===== config.mk =====
export PLATFORM = sky130hd
export DESIGN_NAME = modulo_counter_flat
export DESIGN_NICKNAME = d
export VERILOG_FILES = /design/src/rtl/modcnt_pkg.sv /design/src/rtl/modulo_counter_if.sv /design/src/rtl/modcnt_prescaler.sv /design/src/rtl/modulo_counter.sv /design/src/flat_wrapper.sv
export SDC_FILE = /design/constraint.sdc
export NUM_CORES = 1
export LEC_CHECK = 0
export CAP_MARGIN = 20
export CORE_MARGIN = 3
export CORE_UTILIZATION = 41
export DETAILED_ROUTE_END_ITERATION = 16
export PLACE_DENSITY = 0.75
export SLEW_MARGIN = 0
export SYNTH_ARGS = -nofsm -noshare
export SYNTH_HDL_FRONTEND = slang
export SYNTH_SLANG_ARGS = --single-unit

===== constraint.sdc =====
create_clock -name clk -period 1.9 [get_ports clk]
set_clock_uncertainty 0.15 [all_clocks]
set_input_delay 0.19 -clock clk [delete_from_list [all_inputs] [get_ports clk]]
set_output_delay 0.19 -clock clk [all_outputs]
set_load 0.01 [all_outputs]

===== src/rtl/modcnt_pkg.sv =====
// Shared constants and helpers for the modulo counter.
package modcnt_pkg;

    localparam logic DIR_UP    = 1'b1;
    localparam logic DIR_DOWN  = 1'b0;
    localparam logic MODE_WRAP = 1'b0;
    localparam logic MODE_SAT  = 1'b1;

    // Width used for clamping so one function serves every counter width.
    localparam int unsigned CLAMP_W = 64;

    // Clamp a load value to the terminal value.
    function automatic logic [CLAMP_W-1:0] clamp_load(input logic [CLAMP_W-1:0] val,
                                                      input logic [CLAMP_W-1:0] max_val);
        return (val > max_val) ? max_val : val;
    endfunction

endpackage


===== src/rtl/modulo_counter_if.sv =====
// Control and status bundle of the modulo counter.
interface modulo_counter_if #(
    parameter int WIDTH = 8
);
    import modcnt_pkg::*;

    logic             en;
    logic             clr;
    logic             load;
    logic [WIDTH-1:0] load_val;
    logic             up_dn;
    logic             sat;
    logic [WIDTH-1:0] cnt;
    logic             reached;
    logic             zero;
    logic             tc;

    modport master (
        output en, clr, load, load_val, up_dn, sat,
        input  cnt, reached, zero, tc
    );

    modport slave (
        input  en, clr, load, load_val, up_dn, sat,
        output cnt, reached, zero, tc
    );

endinterface


===== src/rtl/modcnt_prescaler.sv =====
// Clock-enable prescaler: tick is high once every PRESCALE enabled cycles.
// Only instantiated when MODCNT_PRESCALE_EN is defined.
module modcnt_prescaler #(
    parameter int PRESCALE = 1
) (
    input  logic clk,
    input  logic rst,
    input  logic en,
    input  logic sync_clr,
    output logic tick
);

    localparam int PW = (PRESCALE > 1) ? $clog2(PRESCALE) : 1;
    localparam logic [PW-1:0] LAST = PW'(PRESCALE - 1);

    logic [PW-1:0] pre_q;
    logic [PW-1:0] pre_d;

    assign tick = (pre_q == LAST);

    // Next prescaler value: clear wins, otherwise advance on enabled cycles.
    always_comb begin
        pre_d = pre_q;
        if (sync_clr) begin
            pre_d = '0;
        end else if (en) begin
            pre_d = tick ? '0 : pre_q + PW'(1);
        end
    end

    // Prescaler register.
    always_ff @(posedge clk or posedge rst) begin
        if (rst) begin
            pre_q <= '0;
        end else begin
            pre_q <= pre_d;
        end
    end

endmodule


===== src/rtl/modulo_counter.sv =====
// Registered up/down modulo counter with wrap/saturate, clear, load and a
// terminal-count pulse. Define MODCNT_PRESCALE_EN to add the prescaler.
module modulo_counter #(
    parameter int WIDTH    = 8,
    parameter int MAX_VAL  = 8,
    parameter int PRESCALE = 1
) (
    input  logic                   clk,
    input  logic                   rst,
    modulo_counter_if.slave        bus
);
    import modcnt_pkg::*;

    localparam logic [WIDTH-1:0] MAX_L = WIDTH'(MAX_VAL);
    localparam logic [WIDTH-1:0] ONE   = WIDTH'(1);

    if (WIDTH < 1) begin : g_bad_width
        $error("modulo_counter: WIDTH must be >= 1");
    end
    if (MAX_VAL <= 0 || (WIDTH < 31 && MAX_VAL >= (1 << WIDTH))) begin : g_bad_max
        $error("modulo_counter: MAX_VAL must be in 1 .. 2**WIDTH-1");
    end
    if (PRESCALE < 1) begin : g_bad_prescale
        $error("modulo_counter: PRESCALE must be >= 1");
    end

    logic [WIDTH-1:0] cnt_q;
    logic [WIDTH-1:0] cnt_d;
    logic             tc_q;
    logic             tc_d;
    logic             tick;
    logic             step;
    logic [WIDTH-1:0] load_clamped;

`ifdef MODCNT_PRESCALE_EN
    modcnt_prescaler #(
        .PRESCALE (PRESCALE)
    ) u_prescaler (
        .clk      (clk),
        .rst      (rst),
        .en       (bus.en),
        .sync_clr (bus.clr | bus.load),
        .tick     (tick)
    );
`else
    assign tick = 1'b1;
`endif

    assign step         = bus.en & tick;
    assign load_clamped = WIDTH'(clamp_load(CLAMP_W'(bus.load_val), CLAMP_W'(MAX_VAL)));

    // Next count and terminal pulse: clr > load > step > hold.
    always_comb begin
        cnt_d = cnt_q;
        tc_d  = 1'b0;
        if (bus.clr) begin
            cnt_d = '0;
        end else if (bus.load) begin
            cnt_d = load_clamped;
        end else if (step) begin
            if (bus.up_dn == DIR_UP) begin
                if (cnt_q < MAX_L) begin
                    cnt_d = cnt_q + ONE;
                    tc_d  = (bus.sat == MODE_SAT) && (cnt_q + ONE == MAX_L);
                end else if (bus.sat == MODE_WRAP) begin
                    cnt_d = '0;
                    tc_d  = 1'b1;
                end
            end else if (bus.up_dn == DIR_DOWN) begin
                if (cnt_q != '0) begin
                    cnt_d = cnt_q - ONE;
                    tc_d  = (bus.sat == MODE_SAT) && (cnt_q == ONE);
                end else if (bus.sat == MODE_WRAP) begin
                    cnt_d = MAX_L;
                    tc_d  = 1'b1;
                end
            end
        end
    end

    // Count and terminal-pulse registers.
    always_ff @(posedge clk or posedge rst) begin
        if (rst) begin
            cnt_q <= '0;
            tc_q  <= 1'b0;
        end else begin
            cnt_q <= cnt_d;
            tc_q  <= tc_d;
        end
    end

    assign bus.cnt     = cnt_q;
    assign bus.tc      = tc_q;
    assign bus.reached = (cnt_q == MAX_L);
    assign bus.zero    = (cnt_q == '0);

endmodule


===== src/flat_wrapper.sv =====
// flat-port wrapper written by rule: the top's interface ports become plain ports
module modulo_counter_flat import modcnt_pkg::*;
#(
    parameter int WIDTH    = 8,
    parameter int MAX_VAL  = 8,
    parameter int PRESCALE = 1
)
  (clk, rst, bus_en, bus_clr, bus_load, bus_load_val, bus_up_dn, bus_sat, bus_cnt, bus_reached, bus_zero, bus_tc);
  modulo_counter_if #(.WIDTH(WIDTH)) bus_i ();
  input  logic clk;
  input  logic rst;
  input wire logic [$bits(bus_i.en)-1:0] bus_en;
  input wire logic [$bits(bus_i.clr)-1:0] bus_clr;
  input wire logic [$bits(bus_i.load)-1:0] bus_load;
  input wire logic [$bits(bus_i.load_val)-1:0] bus_load_val;
  input wire logic [$bits(bus_i.up_dn)-1:0] bus_up_dn;
  input wire logic [$bits(bus_i.sat)-1:0] bus_sat;
  output wire logic [$bits(bus_i.cnt)-1:0] bus_cnt;
  output wire logic [$bits(bus_i.reached)-1:0] bus_reached;
  output wire logic [$bits(bus_i.zero)-1:0] bus_zero;
  output wire logic [$bits(bus_i.tc)-1:0] bus_tc;
  assign bus_i.en = bus_en;
  assign bus_i.clr = bus_clr;
  assign bus_i.load = bus_load;
  assign bus_i.load_val = bus_load_val;
  assign bus_i.up_dn = bus_up_dn;
  assign bus_i.sat = bus_sat;
  assign bus_cnt = bus_i.cnt;
  assign bus_reached = bus_i.reached;
  assign bus_zero = bus_i.zero;
  assign bus_tc = bus_i.tc;
  modulo_counter #(.WIDTH(WIDTH), .MAX_VAL(MAX_VAL), .PRESCALE(PRESCALE)) u_core (.clk(clk), .rst(rst), .bus(bus_i));
endmodule

==> impl_metrics.tcl <==
# yosys + openroad results
set metrics [dict create \
    drc 0 \
    synth_cells 104 \
    post_cts_buffers 0 \
    grt_max_degree 13 \
    stdcell_count 179 \
    power.density_nw_per_um2 473.8 \
    p_seq_share_pct 33.0 \
    status "finished with violations" \
    antenna_found_initial 0 \
    place_inst 173 \
    synthArstFlopShare_pct 100.0 \
    ys_sh_aoi_pct 27.84 \
    antenna_cells 0 \
    cp_data_required_time_ns 1.92 \
    syn-num-nets 123 \
    p_sw_w 0.0002107 \
    place.gp.congestion 0.9442 \
    ys_chip_area_sq_um 827.0 \
    largest_reg_flops 8 \
    rsz0062_at_grt "yes" \
    grt_pass1_wl_um 4609 \
    r2r_slack_ns -0.12 \
    timing.rr.start "u_core.bus.cnt[4]" \
    hold_viol_final 0 \
    intPower_w 0.0004195 \
    pwr-share-clk_pct 24.5 \
    synth-simple-area-share_pct 29.80 \
    synth_top_area_share_pct 27.23 \
    comb_area_sq_um 586.8 \
    io_buffers 25 \
    adder_share_pct 6.051 \
    final_util_pct 73.06 \
    cts_tree "done" \
    hold_path.class "in -> async" \
    clock.fmax_mhz 495.3 \
    routed_wl_um 2713 \
    hpwl_um 2184 \
    fin_area_sq_um 1330 \
    worstPathArrival_ns 2.04 \
    placed_area_sq_um 1281 \
    floorplan.die.height_um 50.92 \
    layout_setup_ws_ns -0.1192 \
    mux_share_pct 1.210 \
    yosys.area.top_type "dfrtp_1" \
    setup_violations 9 \
    logic_family "simple AND/OR/NAND/NOR gates" \
    rows 15 \
    fp_util_pct 45.43 \
    flop_cell "dfrtp_1" \
    critPathKind "reg -> reg" \
    yosysWarnings 0 \
    io_pins 26 \
    tightest_slew_ns 0.4386 \
    grt_use_total_pct 23.35 \
    synth_area_sq_um 827.0 \
    violations "negative setup slack" \
    critPathCapture "u_core.bus.cnt[0]" \
    root_buffer "clkbuf_4" \
    drive_gt1_share_pct 29.87 \
    fillers 152 \
    core_sq_um 1821 \
    finalClockPeriodUsage_pct 106.3 \
    most_common_cell "nand2_1" \
    die_w_um 50.92 \
    routedWlPerCell_um 15.16 \
    grt_pass1_vias 1009 \
    dr.pass1.iters 4 \
    critPathLaunchType "flip-flop" \
    ir_worst_vdd_mv 0.4849 \
    yosys-top-cells-area "dfrtp_1 27%, ha_1 6.1%, nand2_1 5.0%" \
    crit_start "u_core.bus.cnt[4]" \
    ys_cells 104 \
    holdBufCountCts 0 \
    final.min_clock_period_ns 2.019 \
]
[worst max-delay path, cell delays in order, from the launching register on]
cell and delay, ns:
dfrtp_1 0.42, nor4_4 0.35, buf_4 0.21, a31o_4 0.18, a31oi_4 0.12, buf_6 0.15, nand2b_4 0.12, a221oi_2 0.23
[metrics by stage]
stage	hold slack, ns	setup TNS (ns)
floorplan	-0.1322	-0.06669
global placement	0.3328	-0.1771
detailed placement	0.3395	-0.5899
CTS	0.04942	-0.4706
global route	0.09230	-1.051
finish	0.04713	-0.4526
[power groups by stage]
stage | clock [W] | combinational (W) | sequential, W
4_1_cts | 0.000159 | 0.000262 | 0.000208
3_5_place_dp | 0 | 0.000262 | 0.000211
2_1_floorplan | 0 | 0.000124 | 0.000215
5_1_grt | 0.000166 | 0.000290 | 0.000209
3_3_place_gp | 0 | 0.000256 | 0.000211
6_report | 0.000155 | 0.000268 | 0.000208
[cell type report]
cell class	count	area share, %
clock buffer	4	1.976
tap	25	2.352
multi-input combinational	85	44.12
timing repair buffer	51	33.02
inverter	5	1.411
sequential	9	17.12
[metal layers]
metal / vias to the layer above / routed length (um) / GRT usage [%]
li1: 485 / - / -
met1: 465 / 981 / 27.24
met2: 56 / 1431 / 43.13
met3: 4 / 273 / 6.706
met4: 0 / 26 / 2.242
met5: - / 0 / 0
[cells by family after synthesis]
logic type                 Yosys count
and+or+nand+nor                     47
DFF                                  9
buffers and inverters               10
muxes                                1
xor gates and xnor gates             2
AOI/OAI and AO/OA                   31
adders and majority gates            4
[cells in the final DEF (no fill, tap or decap), types with 3 or more instances in the layout]
master / instances
a21oi_1: 7
buf_4: 25
clkbuf_4: 3
clkdlybuf4s50_1: 23
dfrtp_1: 7
ha_1: 4
inv_1: 5
nand2_1: 9
nand3_1: 7
nor2_1: 10
nor3_1: 5
o21ai_0: 3
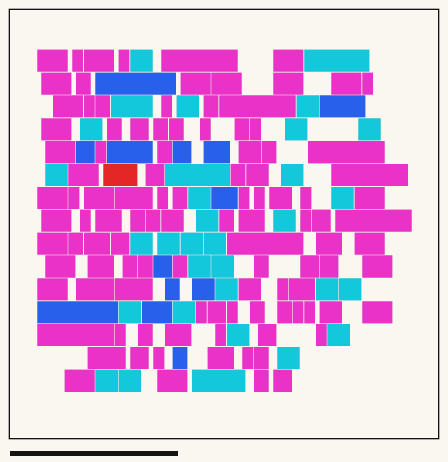
Figure 1: cells by drive strength.
Scale bar: 20 um.
- drive 6 and up: red (cells 1)
- drive 1 or less: magenta (cells 108)
- drive 3 to 4: cyan (cells 32)
- drive 2: blue (cells 13)

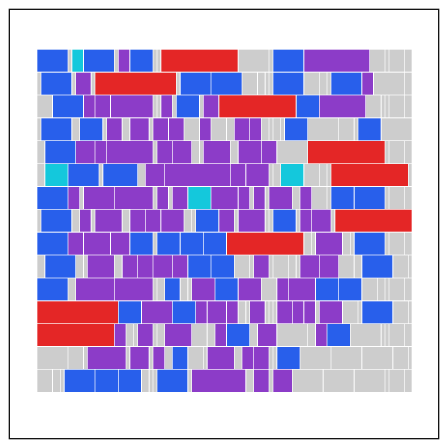
Figure 2: placement by cell class.
Fill, decap, tap and diode cells in grey.
- flops: red (cells 9; share of their area 18%)
- all other logic: purple (cells 90; share of their area 47%)
- clock drivers and dummy loads: cyan (cells 4; share of their area 2.0%)
- other buffers and delay cells: blue (cells 51; share of their area 34%)

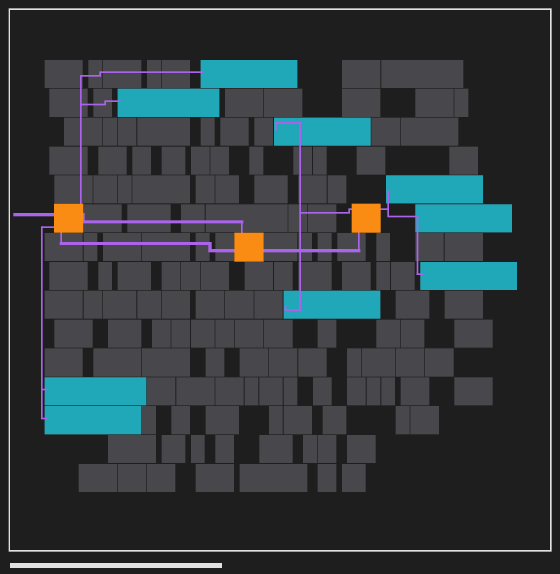
Figure 3: routed clock nets over the placement.
Scale bar: 20 um.
- flip-flops: cyan (count 9)
- cells driving clock nets: orange (count 3)
- clock wires: purple (length 152 um)
- routed clock nets: 4

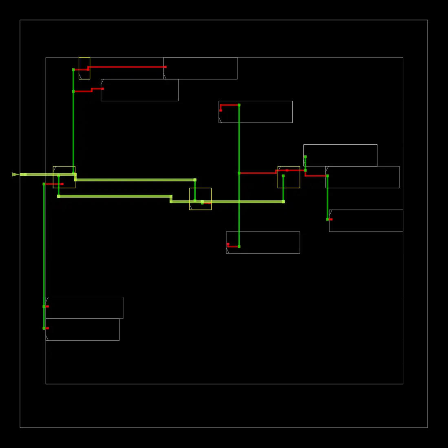
Figure 4: clock wiring as the flow saved it.
Clock Power: 0.000155 W
Sink Count: 9

Power is estimated from default activity; no workload was simulated.
